Fig. 1: M1 wires
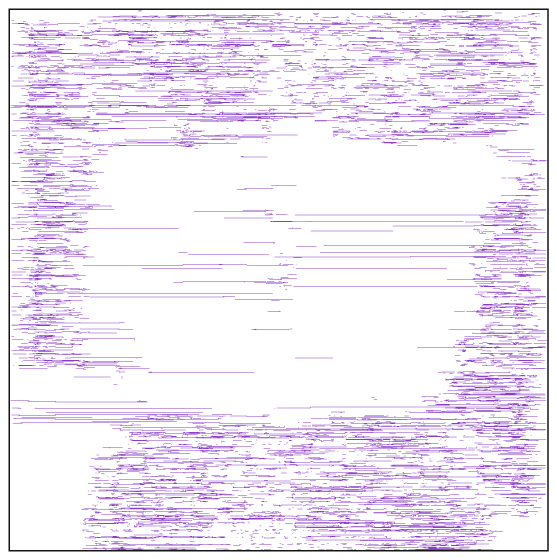
Fig. 2: placement view
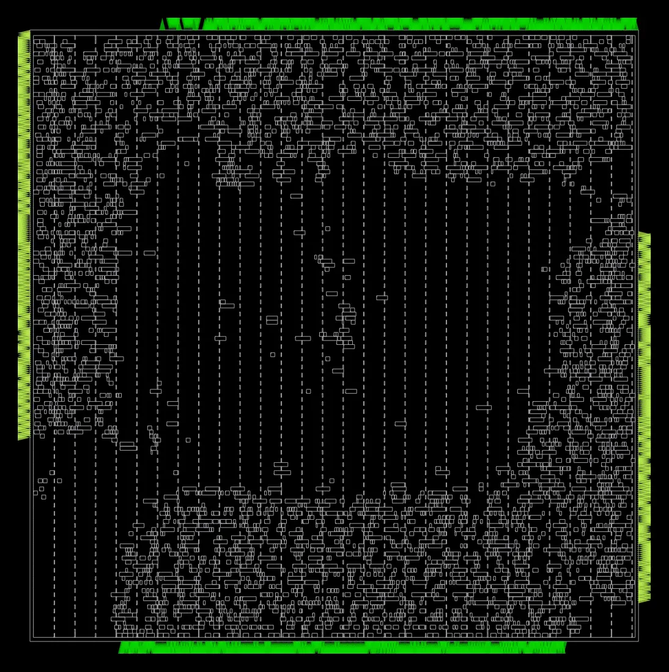
Fig. 3: where the registers sit
Other sequential cells in the stronger grey, the rest of the logic in the fainter grey.
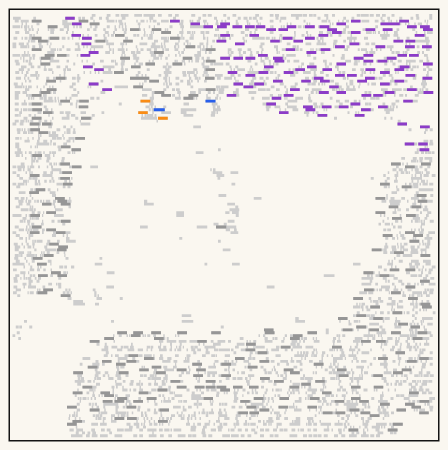
===== src/rtl/aes_enc_sched.sv =====
// Shares one external combinational AES_Encrypt core between two requesters:
// round-robin accept, registered operands, fixed settle wait, registered result.
module aes_enc_sched #(
  parameter int SETTLE_CYCLES = 4
) (
  input  logic         clk,
  input  logic         rst_n,
  input  logic         req0_valid,
  output logic         req0_ready,
  input  logic [127:0] req0_plaintext,
  input  logic [127:0] req0_key,
  input  logic         req1_valid,
  output logic         req1_ready,
  input  logic [127:0] req1_plaintext,
  input  logic [127:0] req1_key,
  output logic         rsp0_valid,
  input  logic         rsp0_ready,
  output logic         rsp1_valid,
  input  logic         rsp1_ready,
  output logic [127:0] rsp_data,
  output logic [127:0] core_plaintext,
  output logic [127:0] core_key,
  input  logic [127:0] core_ciphertext,
  output logic         busy,
  output logic [1:0]   dbg_state_o
);

  localparam int CW = $clog2(SETTLE_CYCLES + 1);
  localparam logic [CW-1:0] CNT_INIT = CW'(SETTLE_CYCLES - 1);

  localparam logic [1:0] IDLE   = 2'd0;
  localparam logic [1:0] SETTLE = 2'd1;
  localparam logic [1:0] RESP   = 2'd2;

  logic [1:0]    state_q, state_d;
  logic [CW-1:0] cnt_q, cnt_d;
  logic          owner_q, owner_d;
  logic          last_grant_q, last_grant_d;
  logic [127:0]  pt_q, pt_d;
  logic [127:0]  key_q, key_d;
  logic [127:0]  rsp_q, rsp_d;
  logic          grant0, grant1;

  // Valid/ready: a transfer happens on a rising edge where both valid and
  // ready are high; valid and its payload must stay put until that edge.
  // Ready is only raised in IDLE, and only for the arbitration winner.
  assign grant0 = (state_q == IDLE) && req0_valid && (!req1_valid || last_grant_q);
  assign grant1 = (state_q == IDLE) && req1_valid && (!req0_valid || !last_grant_q);

  always_comb begin
    state_d      = state_q;
    cnt_d        = cnt_q;
    owner_d      = owner_q;
    last_grant_d = last_grant_q;
    pt_d         = pt_q;
    key_d        = key_q;
    rsp_d        = rsp_q;
    case (state_q)
      IDLE: begin
        if (grant0 || grant1) begin
          state_d      = SETTLE;
          cnt_d        = CNT_INIT;
          owner_d      = grant1;
          last_grant_d = grant1;
          pt_d         = grant1 ? req1_plaintext : req0_plaintext;
          key_d        = grant1 ? req1_key : req0_key;
        end
      end
      SETTLE: begin
        // Capture on the edge where the counter has run out, SETTLE_CYCLES edges after accept.
        if (cnt_q == '0) begin
          rsp_d   = core_ciphertext;
          state_d = RESP;
        end else begin
          cnt_d = cnt_q - CW'(1);
        end
      end
      RESP: begin
        if (owner_q ? rsp1_ready : rsp0_ready) state_d = IDLE;
      end
      default: state_d = IDLE;
    endcase
  end

  always_ff @(posedge clk or negedge rst_n) begin
    if (!rst_n) begin
      state_q      <= IDLE;
      cnt_q        <= '0;
      owner_q      <= 1'b0;
      last_grant_q <= 1'b1;
      pt_q         <= '0;
      key_q        <= '0;
      rsp_q        <= '0;
    end else begin
      state_q      <= state_d;
      cnt_q        <= cnt_d;
      owner_q      <= owner_d;
      last_grant_q <= last_grant_d;
      pt_q         <= pt_d;
      key_q        <= key_d;
      rsp_q        <= rsp_d;
    end
  end

  assign req0_ready     = grant0;
  assign req1_ready     = grant1;
  assign rsp0_valid     = (state_q == RESP) && !owner_q;
  assign rsp1_valid     = (state_q == RESP) && owner_q;
  assign rsp_data       = rsp_q;
  assign core_plaintext = pt_q;
  assign core_key       = key_q;
  assign busy           = (state_q != IDLE);
  assign dbg_state_o    = state_q;

endmodule


===== config.mk =====
export PLATFORM = sky130hd
export DESIGN_NAME = aes_enc_sched
export DESIGN_NICKNAME = d
export VERILOG_FILES = /design/src/rtl/aes_enc_sched.sv
export SDC_FILE = /design/constraint.sdc
export NUM_CORES = 1
export LEC_CHECK = 0
export ABC_AREA = 1
export CAP_MARGIN = 20
export CORE_AREA = 2 2 405 407
export CTS_CLUSTER_SIZE = 25
export DETAILED_ROUTE_END_ITERATION = 8
export DIE_AREA = 0 0 407 409
export PLACE_DENSITY = 0.35
export SYNTH_ARGS = -nofsm -noshare
export SYNTH_HDL_FRONTEND = slang
export SYNTH_SLANG_ARGS = --single-unit

===== constraint.sdc =====
create_clock -name clk -period 2.2 [get_ports clk]
set_input_delay 0.44 -clock clk [delete_from_list [all_inputs] [get_ports clk]]
set_output_delay 0.44 -clock clk [all_outputs]
set_load 0.1 [all_outputs]

==> notes.md <==
Notes on the physical design

The run finished, with violations left. The final reports fail on negative setup slack. The clock tree from TritonCTS is done.

The final critical path takes up 106% of the cycle. The count of nets left with antenna violations once routing finished came out at 0.

The width of the die is approximately 410 um. Leaving out fill and tap cells, the most frequent cells in the layout are 1037 x sky130_fd_sc_hd__nand2_1, 643 x sky130_fd_sc_hd__clkdlybuf4s50_1, 521 x sky130_fd_sc_hd__inv_1. The yosys synthesis warning count is 0. Non-clock buffering takes up between 30 and 40% of total cell area after layout. The number of cells in the yosys synthesis report is 2834. According to the timing report, the arrival time at the worst endpoint equals 1.89 ns.

The number of buffers added on ports is slightly above 1000. The synthesized netlist handed to floorplanning was reported with a cell count of approximately 2800. The via count of the first global-routing pass was between 20000 and 25000.

The number of non-clock buffers in the layout is approximately 1200. Adding up every negative setup slack in the final design gives -0.442 ns.

Per the synthesis report, the dominant area consumer among library cells is sky130_fd_sc_hd__dfrtp_1. Counting pins that exceed their max-slew limit in the final report gives 0. In this run the vertical extent of the chip is 409 um. The final count of negative-setup-slack endpoints is 5.

The clock passes through at most 3 buffers. The count of different cell masters after synthesis is 19. The largest fanout on the critical path is 4.

Relative to the synthesized area, the layout overhead comes to 75.7%. At the end of the flow, the number of nets in the layout was between 4000 and 5000. Cells with a size suffix above 1 make up 16.8% of the layout. The global-route wire length before repair is 171000 um. The relative max-transition margin is 64.9%. Counting every sink on the clock net gives 391. Measured in cells, the most critical reg-to-reg path has a length of 8.

Summing all flip-flop and latch instances after layout gives between 9000 and 10000 um2. The non-clock inverter count in the final layout is between 500 and 600. The mean instance size in the synthesized netlist is ~7 um2.

The final hold violation count is 0. The overall die size recorded for this design is around 170000 um2. The worst setup margin is -0.126 ns. The final design instance area without fill is roughly 36000 um2. The worst setup path category is flop to output pin. The share of the Yosys chip area taken by registers is between 40% and 50%. The DRC violation total left in the routed layout is recorded as 0. The number of warnings reported in the stage logs is 29.

The core area is 162000 um2. The number of enable-type register cells in the synthesized netlist is 0. The total congestion overflow after global routing is 0. The detailed-routing iteration count for the pre-antenna-repair pass is 5.
## Picture notes: Fig. 1
nets with wire on the layer = 4068
share of all routed wire = 40%
main direction = horizontal
longest straight run = 166 um
wire length on this layer = 48.9 mm

## Picture notes: Fig. 2
flop count: 391
number of tap cells added at floorplan: 2175

## Picture notes: Fig. 3
blue -> dbg_state_o  # placed flops 2
orange -> cnt_q  # placed flops 3
purple -> rsp_data  # placed flops 128
not coloured = 258

-- logic make-up after synthesis --
group,after synthesis,synth area share (%)
buffers and inverters,739,14.3
and+or+nand+nor,1697,37.1
AOI/OAI and AO/OA,5,0.161
adders and majority gates,2,0.124
DFF,391,48.3
-- what timing repair did --
| item | in CTS | in global routing |
|---|---|---|
| gates cloned | 0 | 2 |
| setup endpoints to repair | 5 | 9 |
| resized | 9 | 4 |
| hold buffers | 1 | 0 |
| buffers inserted | 7 | 4 |
| endpoints found under the hold margin | 97 | 0 |
| pin swaps | 1 | 1 |
-- routing by layer --
layer  vias up  wire (um)  global-route usage (%)
met2       722      61700                    24.5
met4         6       3370                    5.49
met5         -         53                       0
met3       137       8390                    3.78
met1     10700      48900                    16.5
li1      10900          -                       -
-- worst max-delay path: stages (launching register included) --
cell and delay (ns):
sky130_fd_sc_hd__dfrtp_4 0.52, sky130_fd_sc_hd__nor2_4 0.11, sky130_fd_sc_hd__buf_12 0.13, sky130_fd_sc_hd__nand3_4 0.14, sky130_fd_sc_hd__clkinvlp_4 0.13, sky130_fd_sc_hd__buf_12 0.17
-- stage by stage --
stage / hold WS, ns / util (%) / std cells
after floorplan: 0.144 / - / 2834
after global placement: 0.342 / 20.6 / 5982
after detailed placement: 0.341 / 20.6 / 5982
after CTS: 0.208 / 21.8 / 6094
after global routing: 0.230 / 22.0 / 6132
final: 0.271 / 22.0 / 6135
